## src/rtl/kurso_pkg.sv

```systemverilog
// kurso shared constants.
// Counter limits for the binary and decade paths.
package kurso_pkg;

  localparam int BIN_MAX = 15;
  localparam int QUIN_MAX = 4;
  localparam int DEC_MAX = 9;
  localparam logic [3:0] DEC_TC = 4'd9;

endpackage

```

## src/rtl/kurso_mod_n_counter.sv

```systemverilog
// Generic modulo-(MAX+1) up counter.
// Out-of-range values collapse to 0 on the next advance.
module mod_n_counter #(
  parameter int WIDTH = 4,
  parameter int MAX = 15
) (
  input  logic             clk,
  input  logic             RST,
  input  logic             en,
  output logic [WIDTH-1:0] q,
  output logic             tc
);

  localparam logic [WIDTH-1:0] MAX_Q = WIDTH'(MAX);

  // count register: reset wins, then wrap at or above MAX
  always_ff @(posedge clk) begin
    if (RST) begin
      q <= '0;
    end else if (en) begin
      if (q >= MAX_Q) begin
        q <= '0;
      end else begin
        q <= q + 1'b1;
      end
    end
  end

  // terminal count, ungated
  always_comb begin
    tc = (q == MAX_Q);
  end

endmodule

```

## src/rtl/kurso.sv

```systemverilog
// Binary (74161) plus biquinary decade (7490) counters.
// All stages share one count enable.
module kurso
  import kurso_pkg::*;
(
  input  logic       clk,
  input  logic       RST,
  input  logic       EN,
  output logic [3:0] chet,
  output logic       one_two,
  output logic       one_ten_0,
  output logic       zero_five_1,
  output logic       zero_five_2,
  output logic       zero_five_3,
  output logic [3:0] one_zero_0
);

  logic [2:0] q5;
  logic       q5_en;
  logic       dec_tc;
  logic       bin_tc_unused;
  logic       two_tc_unused;
  logic       q5_tc_unused;

  // QA feeds CKB: quinary steps as one_two falls
  assign q5_en = EN & one_two;

  mod_n_counter #(.WIDTH(4), .MAX(BIN_MAX)) u_bin (
    .clk (clk),
    .RST (RST),
    .en  (EN),
    .q   (chet),
    .tc  (bin_tc_unused)
  );

  mod_n_counter #(.WIDTH(1), .MAX(1)) u_two (
    .clk (clk),
    .RST (RST),
    .en  (EN),
    .q   (one_two),
    .tc  (two_tc_unused)
  );

  mod_n_counter #(.WIDTH(3), .MAX(QUIN_MAX)) u_five (
    .clk (clk),
    .RST (RST),
    .en  (q5_en),
    .q   (q5),
    .tc  (q5_tc_unused)
  );

  mod_n_counter #(.WIDTH(4), .MAX(DEC_MAX)) u_dec (
    .clk (clk),
    .RST (RST),
    .en  (EN),
    .q   (one_zero_0),
    .tc  (dec_tc)
  );

  // split quinary bits and gate the ripple-carry style flag
  always_comb begin
    zero_five_1 = q5[0];
    zero_five_2 = q5[1];
    zero_five_3 = q5[2];
    one_ten_0 = EN & dec_tc;
  end

endmodule

```

## config.mk

```make
export PLATFORM = sky130hd
export DESIGN_NAME = kurso
export DESIGN_NICKNAME = d
export VERILOG_FILES = /design/src/rtl/kurso_pkg.sv /design/src/rtl/kurso_mod_n_counter.sv /design/src/rtl/kurso.sv
export SDC_FILE = /design/constraint.sdc
export NUM_CORES = 1
export LEC_CHECK = 0
export ABC_CLOCK_PERIOD_IN_PS = 3750
export CORE_AREA = 4 4 41 43
export CTS_CLUSTER_SIZE = 8
export DETAILED_ROUTE_END_ITERATION = 16
export DIE_AREA = 0 0 45 47
export GPL_ROUTABILITY_DRIVEN = 0
export PLACE_DENSITY = 0.73
export SETUP_SLACK_MARGIN = 0.3
export SLEW_MARGIN = 20
export SYNTH_ARGS = -nofsm -noshare
export SYNTH_HDL_FRONTEND = slang
export SYNTH_HIERARCHICAL = 1
export SYNTH_SLANG_ARGS = --single-unit
```

## constraint.sdc

```tcl
create_clock -name clk -period 3.75 [get_ports clk]
set_clock_uncertainty 0.05 [all_clocks]
set_input_delay 1.125 -clock clk [delete_from_list [all_inputs] [get_ports clk]]
set_output_delay 1.125 -clock clk [all_outputs]
set_load 0.005 [all_outputs]
```

==> images/hierarchy.png <==
Other cells in grey.
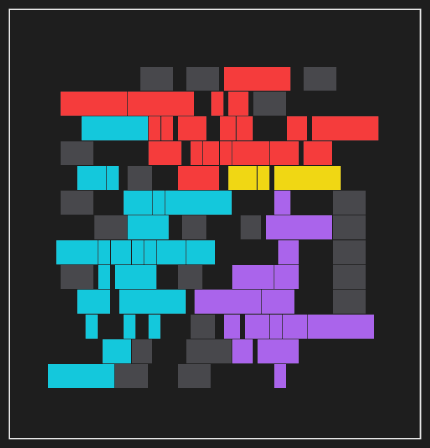
Key: red = u_bin [cells 20, where top middle]; yellow = u_two [cells 3]; purple = u_five [cells 15]; cyan = u_dec [cells 23]
Another 22 cells are not coloured.

==> images/registers.png <==
Scale bar: 10 µm. Other sequential cells in the stronger grey, the rest of the logic in the fainter grey.
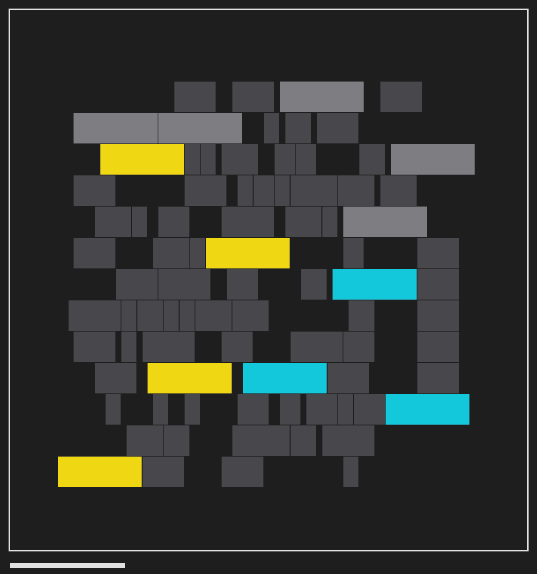
Key: cyan = u_five/q [flops 3]; yellow = u_dec/q [flops 4]

## power by group through the flow
| stage | clock, mW | combinational, mW | sequential (mW) |
|---|---|---|---|
| after global routing | 0.115 | 0.0442 | 0.143 |
| after global placement | 0 | 0.0397 | 0.144 |
| final | 0.103 | 0.0400 | 0.142 |
| after CTS | 0.107 | 0.0405 | 0.142 |
| after floorplan | 0 | 0.0189 | 0.144 |
| after detailed placement | 0 | 0.0403 | 0.145 |
## registers in the layout, indices dropped and copies added, names as in the netlist
signal,flops
u_bin/q,4
u_five/q,3
u_dec/q,4
u_two/q,1
## worst max-delay path: stages
cell and delay [ns]:
sky130_fd_sc_hd__clkdlybuf4s50_1 0.49, sky130_fd_sc_hd__and2_1 0.13, sky130_fd_sc_hd__clkdlybuf4s50_1 0.49
==> run notes <==
The full implementation flow was run.

The iteration count recorded for the first detailed-route pass is 4. The count of inverters not on the clock network in the layout stands at 4. Per STA, the startpoint of the critical path is EN. Among logic cells in the layout, the one with the most instances is sky130_fd_sc_hd__clkdlybuf4s50_1. STA lists the startpoint of the worst register-to-register path as u_dec/q[1]$_SDFFE_PP0P_. The timing report gives the worst reg2reg path a setup slack of about 2.2 ns. The switching component of the power stands at just under 0.07 mW. The worst setup path is captured at an output pin.

In this build the clock could be raised as far as approximately 290 MHz. The clock sink count stands at 12. CTS built an H-tree with a depth of 1. The filler cells instantiated in the layout total 128. The via count of the first global-routing pass came to just under 400.

The area of the multi-input gates stands at approximately 340 µm². The number of placed instances, taps included, is approximately 94. The combinational share of power stands at roughly 14%.

The area of the core stands at around 1300 µm². The global routing report lists met1 layer usage as between 10 and 15%. For reference, the most critical setup path is categorized as primary input to output pin. The setup-violating endpoint count in the final report stands at 0. The ratio of total power to cell area stands at about 350 nW/µm². Dividing the detail-routed wire length by the instance count gives approximately 11 µm. Registers represent a cell area share of about 30%.

Multi-input gates account for between 40% and 50% of the area. The worst hold path terminates at u_bin/q[3]$_SDFFE_PP0P_. After detailed routing, the number of remaining DRC violations is 0. The number of buffers added for setup after CTS stands at 0.

The finished layout reports a core utilization of 61.7%. The routed wire length on met3 stands at around 57 µm. The insertion delay to the later sink of the worst-skew pair stands at around 0.27 ns.

The cell sitting at the root of the clock tree is a sky130_fd_sc_hd__clkbuf_4. The count of buffers added on input and output ports is 15. The worst setup path is launched from a primary input.

The number of clock buffers inserted by TritonCTS stands at 3. Between the synthesized netlist and the finished layout, the area growth was recorded as 36.0%. The script logs the ratio of routed vias to standard cells as 5.03. Ranking logic cells in the layout by count gives the top entries 15 x sky130_fd_sc_hd__clkdlybuf4s50_1, 12 x sky130_fd_sc_hd__dfxtp_1, 8 x sky130_fd_sc_hd__nor2_1, 6 x sky130_fd_sc_hd__ha_1, 5 x sky130_fd_sc_hd__nand2_1. Per report_power, the sequential group accounts for around half of the total. The clock buffer instance count of the final layout stands at 4. Switching power as a fraction of the total was reported as a little under a quarter. The share of total power in the clock network stands at a little over a third. Looking at the reg2reg group, the worst path ends at u_dec/q[1]$_SDFFE_PP0P_. The post-cts gate resize count stands at 0. The flow ran to the end, and the final reports show no timing, DRC or antenna violations. Counting every net in the synthesized netlist gives 72.

The die outline width stands at 45 µm. The shortest clock period the worst path allows after layout stands at between 3 and 4 ns. The most critical hold endpoint after final layout shows a slack of around 0.45 ns. The final wirelength stands at ~1.0 mm. Measured in cells, the most critical reg-to-reg path has a length of 5. The overall via count from detail_route stands at about 490.

The worst hold path begins at u_bin/q[3]$_SDFFE_PP0P_. The die covers 2120 µm². The count of yosys warnings during synthesis stands at 6.

The number of routed nets with antenna violations stands at 0. The count of inserted tapcells stands at 15. The post-route report lists met1 wire length as between 500 and 600 µm. The maximum number of pins on one net before global-route repair stands at 13.

On the worst setup and hold paths after CTS, the clock-pin slew comes to around 0.080 ns.
Power and IR drop assume default switching activity.
